Figure 1. Routed metal, one colour a layer (run 1).
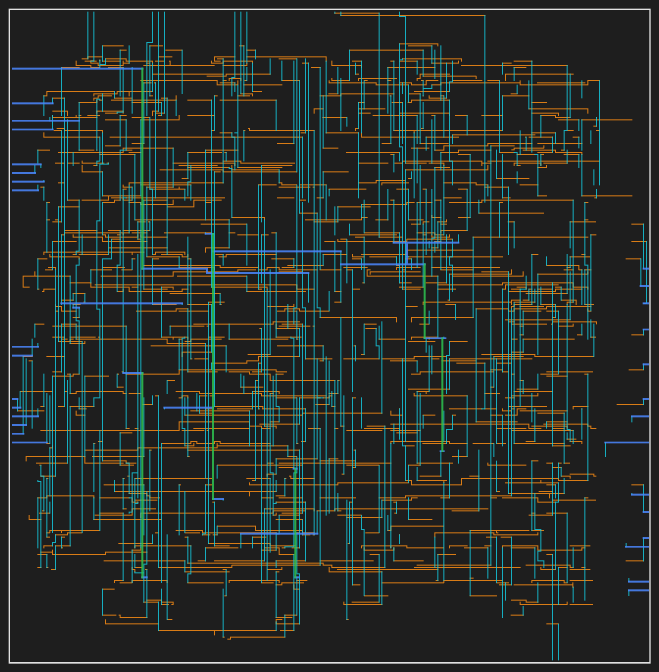
Figure 2. Placement by cell class (run 1).
Fill, decap, tap and diode cells in grey.
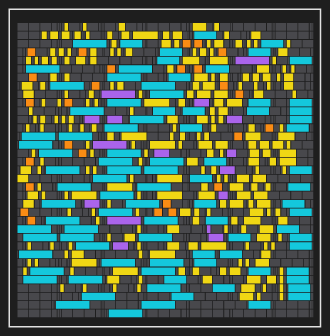
Figure 3. Cell outlines without signal wires (run 1).
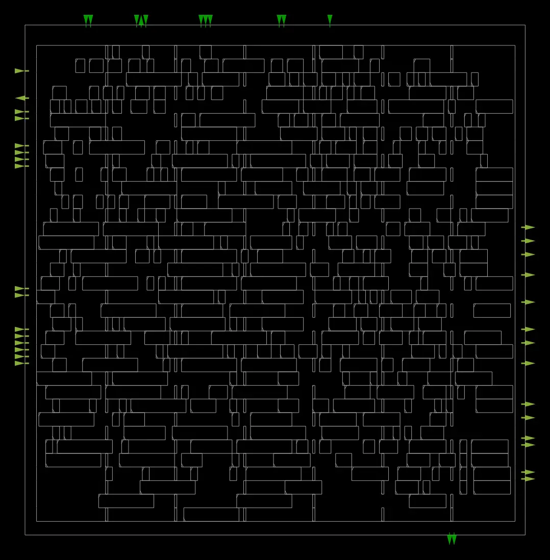
===== src/rtl/seg7_scan_arbiter.sv =====
// 8-digit multiplexed 7-segment scan controller with a round-robin arbitrated
// digit buffer, per-slot blanking, PWM brightness and active-low pin drive.
module seg7_scan_arbiter #(
  parameter int SCAN_DIV  = 1024,
  parameter int BLANK_CYC = 16
) (
  input  logic       CLK,
  input  logic       RST,
  input  logic       a_valid,
  input  logic [2:0] a_addr,
  input  logic [5:0] a_data,
  output logic       a_ready,
  input  logic       b_valid,
  input  logic [2:0] b_addr,
  input  logic [5:0] b_data,
  output logic       b_ready,
  input  logic [2:0] bright,
  output logic [7:0] digits,
  output logic [7:0] number
);

  localparam int CNT_W = $clog2(SCAN_DIV);
  localparam logic [CNT_W-1:0] SLOT_LAST = CNT_W'(SCAN_DIV - 1);
  localparam logic [CNT_W-1:0] BLANK_END = CNT_W'(BLANK_CYC);

  typedef enum logic {PH_BLANK, PH_DISPLAY} phase_e;
  typedef enum logic {SIDE_A, SIDE_B} side_e;

  typedef struct packed {
    logic       blank;
    logic       dp;
    logic [3:0] hex;
  } entry_t;

  localparam entry_t BLANK_ENTRY = '{blank: 1'b1, dp: 1'b0, hex: 4'h0};

  // Active-low segment pattern {dp,g..a}; blank forces every segment off.
  function automatic logic [7:0] decode(input entry_t e);
    logic [6:0] seg;
    seg = 7'h7F;
    case (e.hex)
      4'h0: seg = 7'h40;
      4'h1: seg = 7'h79;
      4'h2: seg = 7'h24;
      4'h3: seg = 7'h30;
      4'h4: seg = 7'h19;
      4'h5: seg = 7'h12;
      4'h6: seg = 7'h02;
      4'h7: seg = 7'h78;
      4'h8: seg = 7'h00;
      4'h9: seg = 7'h10;
      4'hA: seg = 7'h08;
      4'hB: seg = 7'h03;
      4'hC: seg = 7'h46;
      4'hD: seg = 7'h21;
      4'hE: seg = 7'h06;
      4'hF: seg = 7'h0E;
    endcase
    if (e.blank) return 8'hFF;
    return {~e.dp, seg};
  endfunction

  // ---------------------------------------------------------------------------
  // Write arbitration
  // ---------------------------------------------------------------------------
  side_e      pri;
  logic       wr_en;
  logic [2:0] wr_addr;
  entry_t     wr_data;
  entry_t     buffer [8];

  // NOTE: every output of a combinational block gets a default first, so no
  // path through the branches can leave it unassigned and infer a latch.
  always_comb begin
    a_ready = 1'b0;
    b_ready = 1'b0;
    if (RST) begin
      if (a_valid && (!b_valid || pri == SIDE_A)) a_ready = 1'b1;
      else if (b_valid)                           b_ready = 1'b1;
    end
  end

  always_comb begin
    wr_en   = a_ready || b_ready;
    wr_addr = a_ready ? a_addr : b_addr;
    wr_data = a_ready ? entry_t'(a_data) : entry_t'(b_data);
  end

  // NOTE: the buffer is only eight small entries and must power up blank, so
  // it is built from flops with an explicit reset rather than a RAM macro.
  always_ff @(posedge CLK) begin
    if (!RST) begin
      for (int i = 0; i < 8; i++) buffer[i] <= BLANK_ENTRY;
      pri <= SIDE_A;
    end else if (wr_en) begin
      buffer[wr_addr] <= wr_data;
      pri             <= a_ready ? SIDE_B : SIDE_A;
    end
  end

  // ---------------------------------------------------------------------------
  // Scan counters and per-slot snapshot
  // ---------------------------------------------------------------------------
  logic [CNT_W-1:0] slot_cnt;
  logic [2:0]       idx;
  entry_t           snap_entry;
  logic [2:0]       snap_bright;

  // NOTE: all clocked state uses non-blocking assignments so every register
  // sees the pre-edge values of the others, independent of statement order.
  always_ff @(posedge CLK) begin
    if (!RST) begin
      slot_cnt <= '0;
      idx      <= '0;
    end else if (slot_cnt == SLOT_LAST) begin
      slot_cnt <= '0;
      idx      <= idx + 3'd1;
    end else begin
      slot_cnt <= slot_cnt + 1'b1;
    end
  end

  always_ff @(posedge CLK) begin
    if (!RST) begin
      snap_entry  <= BLANK_ENTRY;
      snap_bright <= '0;
    end else if (slot_cnt == BLANK_END) begin
      snap_entry  <= buffer[idx];
      snap_bright <= bright;
    end
  end

  // ---------------------------------------------------------------------------
  // Output generation
  // ---------------------------------------------------------------------------
  phase_e     phase;
  entry_t     cur_entry;
  logic [2:0] cur_bright;
  logic       pwm_on;
  logic [7:0] digits_nxt;
  logic [7:0] number_nxt;

  // The snapshot edge itself already drives lit outputs, so the value being
  // captured is forwarded straight from the buffer on that cycle.
  always_comb begin
    if (slot_cnt == BLANK_END) begin
      cur_entry  = buffer[idx];
      cur_bright = bright;
    end else begin
      cur_entry  = snap_entry;
      cur_bright = snap_bright;
    end
    phase      = (slot_cnt < BLANK_END) ? PH_BLANK : PH_DISPLAY;
    pwm_on     = slot_cnt[2:0] <= cur_bright;
    digits_nxt = 8'hFF;
    number_nxt = 8'hFF;
    if (phase == PH_DISPLAY && pwm_on) begin
      digits_nxt = ~(8'b1 << idx);
      number_nxt = decode(cur_entry);
    end
  end

  always_ff @(posedge CLK) begin
    if (!RST) begin
      digits <= 8'hFF;
      number <= 8'hFF;
    end else begin
      digits <= digits_nxt;
      number <= number_nxt;
    end
  end

endmodule


===== config.mk =====
export PLATFORM = sky130hd
export DESIGN_NAME = seg7_scan_arbiter
export DESIGN_NICKNAME = d
export VERILOG_FILES = /design/src/rtl/seg7_scan_arbiter.sv
export SDC_FILE = /design/constraint.sdc
export NUM_CORES = 1
export LEC_CHECK = 0
export CAP_MARGIN = 10
export CELL_PAD_IN_SITES_DETAIL_PLACEMENT = 1
export CELL_PAD_IN_SITES_GLOBAL_PLACEMENT = 1
export CORE_AREA = 2 2 98 100
export DETAILED_ROUTE_END_ITERATION = 10
export DIE_AREA = 0 0 100 102
export DONT_BUFFER_PORTS = 1
export PLACE_DENSITY_LB_ADDON = 0.1
export SLEW_MARGIN = 20
export SYNTH_ARGS = -nofsm -noshare
export SYNTH_HDL_FRONTEND = slang
export SYNTH_SLANG_ARGS = --single-unit

===== constraint.sdc =====
create_clock -name CLK -period 2.8 [get_ports CLK]
set_input_delay 0.84 -clock CLK [delete_from_list [all_inputs] [get_ports CLK]]
set_output_delay 0.84 -clock CLK [all_outputs]
set_load 0.02 [all_outputs]

==> results.sh, run 1 <==
# source this file to load flow results
export IMPL_status="complete, no violations"
export IMPL_grt_use_met1_pct=22.8
export IMPL_worstPathRequired_ns=3.05
export IMPL_regMostFlops="buffer"
export IMPL_holdWs_ns=0.494
export IMPL_grt_ovfl_total=0
export IMPL_drt_total_wl_um=8730
export IMPL_cts_root_buf="clkbuf_8"
export IMPL_fin_skew_ns=0.0164
export IMPL_pin_count=43
export IMPL_r2r_slack_ns=0.17
export IMPL_hold_buffers=0
export IMPL_dp_hpwl_um=6290
export IMPL_die_w_um=100
export IMPL_tns_ns=0
export IMPL_seq_cell_share_pct=49.0
export IMPL_routabilityCongestion=0.748
export IMPL_min_period_over_period_pct=94.0
export IMPL_vias=2590
export IMPL_tritoncts="built"
export IMPL_syn_avg_cell_area_um2=11.9
export IMPL_yosys_area_share_simple_pct=17.1
export IMPL_power_leader="registers"
export IMPL_rsz0062_at_grt="no"
export IMPL_grt_busiest_layer="met2"
export IMPL_grt_pass1_wl_um=14000
export IMPL_logic_family="simple AND/OR/NAND/NOR gates"
export IMPL_core_um2=9110
export IMPL_largest_reg_flops=48
export IMPL_dr_max_layer_used="met4"
export IMPL_drive_above_1_share_pct=21.7
export IMPL_synthCells=346
export IMPL_comb_multi_input_count=233
export IMPL_clk_transition_reported_paths_ns=0.09
export IMPL_ys_cells=346
export IMPL_lay_top_cells="nor2_1, edfxtp_1, dfxtp_1"
export IMPL_buffer_area_share_pct=4.19
export IMPL_vias_per_cell=5.30
export IMPL_fin_area_um2=4660
export IMPL_dp_cells=472
export IMPL_holdCritPathClass="reg -> reg"
export IMPL_power_frac_comb_pct=5.5
About Figure 1:
Blue stands for M3, wire length 231 um. Orange stands for M1, wire length 3990 um. Green stands for M4, wire length 151 um. Cyan stands for M2, wire length 4360 um.

About Figure 2:
Yellow stands for remaining logic cells, cells 246, share of their area 39%. Purple stands for clock drivers and dummy loads, cells 16, share of their area 5.9%. Orange stands for remaining buffers and delay cells, cells 26, share of their area 4.3%. Cyan stands for sequential cells, cells 90, share of their area 50%.

About Figure 3:
number of tapcells: 111
# rows: 35
fillers: 980
Final Util: 51.2%

## run 1: how the worst max path moves through the flow
stage,from,end,slack [ns],cells after the start
6_report,slot_cnt[0],digits[2],0.17,12
5_1_grt,slot_cnt[0],number[2],0.01,11
4_1_cts,slot_cnt[0],number[2],0.008,11
3_5_place_dp,slot_cnt[0],number[2],-0.12,11
3_3_place_gp,slot_cnt[0],number[2],0.03,11
2_1_floorplan,slot_cnt[0],number[2],-0.03,13
## run 1: critical path, stage by stage (launching register included)
cell and delay, ns:
dfxtp_2 0.34, inv_2 0.05, ha_1 0.14, or4bb_4 0.46
nor3_4 0.24, mux2i_2 0.27, ha_1 0.28, a21oi_1 0.15
o21ai_1 0.09, a21oi_2 0.16, buf_4 0.16, and2_4 0.15
nand2_1 0.05
==> inputs of run 2 (changes only) <==
--- a/config.mk
+++ b/config.mk
@@ -8,10 +8,9 @@
 export CAP_MARGIN = 10
 export CELL_PAD_IN_SITES_DETAIL_PLACEMENT = 1
 export CELL_PAD_IN_SITES_GLOBAL_PLACEMENT = 1
-export CORE_AREA = 2 2 98 100
+export CORE_AREA = 2 2 104 106
 export DETAILED_ROUTE_END_ITERATION = 10
-export DIE_AREA = 0 0 100 102
-export DONT_BUFFER_PORTS = 1
+export DIE_AREA = 0 0 106 108
 export PLACE_DENSITY_LB_ADDON = 0.1
 export SLEW_MARGIN = 20
 export SYNTH_ARGS = -nofsm -noshare
Figure 4. Drive-strength map (run 2).
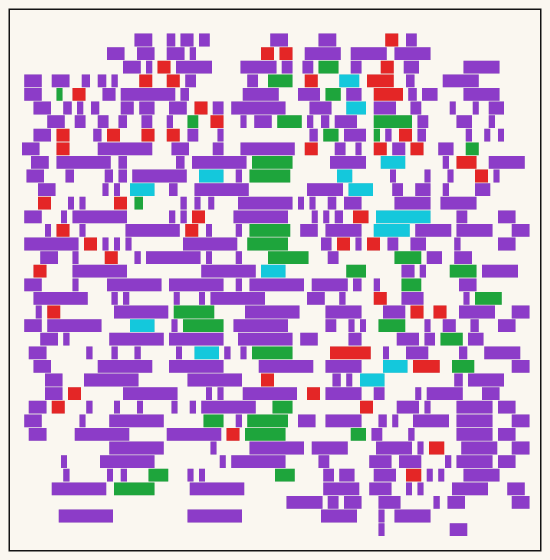
Red stands for x3 and x4, cells 49, share 11%. Green stands for x2, cells 35, share 8.0%. Cyan stands for x6 and larger, cells 14, share 3.2%. Purple stands for x1 and smaller, cells 339, share 78%.

==> run 2 against run 1 <==
Sequential cell count is the same. Utilization shrank 0.54 points. Sequential share of layout area shrank 4.9 points. Maximum frequency shrank 3.4%. Via count grew 6.9%. Synthesized cell count is the same. Synthesized area is the same. Clock-buffer cell count grew 3. Largest cell class unchanged. Die size grew 12%. Non-clock buffer count grew 59.
==> results.sh, run 2 <==
# source this file to load flow results
export IMPL_min_period_over_period_pct=97.3
export IMPL_fin_area_um2=5180
export IMPL_rsz0062_at_grt="yes"
export IMPL_die_w_um=106
export IMPL_fillCellCount=1094
export IMPL_hold_buffers=0
export IMPL_rows=37
export IMPL_critPathTopFamily="buffers and inverters"
export IMPL_routabilityCongestion=0.756
export IMPL_cts_root_buf="clkbuf_8"
export IMPL_drt_total_wl_um=8440
export IMPL_r2r_slack_ns=0.12
export IMPL_dr_max_layer_used="met4"
export IMPL_holdWs_ns=0.484
export IMPL_cpMaxStageDelayCell="clkdlybuf4s50_1"
export IMPL_largest_reg_flops=48
export IMPL_cpPeakStageDelay_ns=0.52
export IMPL_power_frac_comb_pct=7.9
export IMPL_tns_ns=0
export IMPL_crit_buf_inv=3
export IMPL_path_depth=4
export IMPL_fin_skew_ns=0.00974
export IMPL_core_um2=10200
export IMPL_synthCells=346
export IMPL_path_cells="clkdlybuf4s50_1 > nand3_1 > inv_2 > clkdlybuf4s15_1"
export IMPL_pin_count=43
export IMPL_status="complete, no violations"
export IMPL_worstPathRequired_ns=1.96
export IMPL_lay_top_cells="nor2_1, edfxtp_1, dfxtp_1"
export IMPL_tritoncts="built"
export IMPL_syn_avg_cell_area_um2=11.9
export IMPL_grt_pass1_wl_um=14500
export IMPL_holdCritPathClass="reg -> reg"
export IMPL_vias=2768
export IMPL_clk_transition_reported_paths_ns=0.08
export IMPL_regMostFlops="buffer"
export IMPL_fin_util_pct=50.6
export IMPL_ys_cells=346
export IMPL_dp_hpwl_um=6550
run 2: cell counts after synthesis:
Identical to the previous run, type by type.
run 2: cell type report:
cell class	instances	area, um^2	share of cell area [%]
timing repair buffer	85	763	14.7
sequential	90	2280	44.1
inverter	13	48.8	0.942
clock buffer	12	135	2.61
multi-input combinational	233	1730	33.4
clock inverter	4	51.3	0.990
tap	136	170	3.29
run 2: stage by stage:
step	worst slack (ns)	std cells
after CTS	0.0373	570
after detailed placement	-0.225	553
after global placement	-0.210	553
after floorplan	-0.0305	346
final	0.0747	573
after global routing	-0.00193	573
run 2: routing by layer:
layer  track usage [%]  up-vias
li1                  -     1385
met1              20.5     1337
met2              28.2       42
met3              3.86        4
met4              3.95        0
met5                 0        -
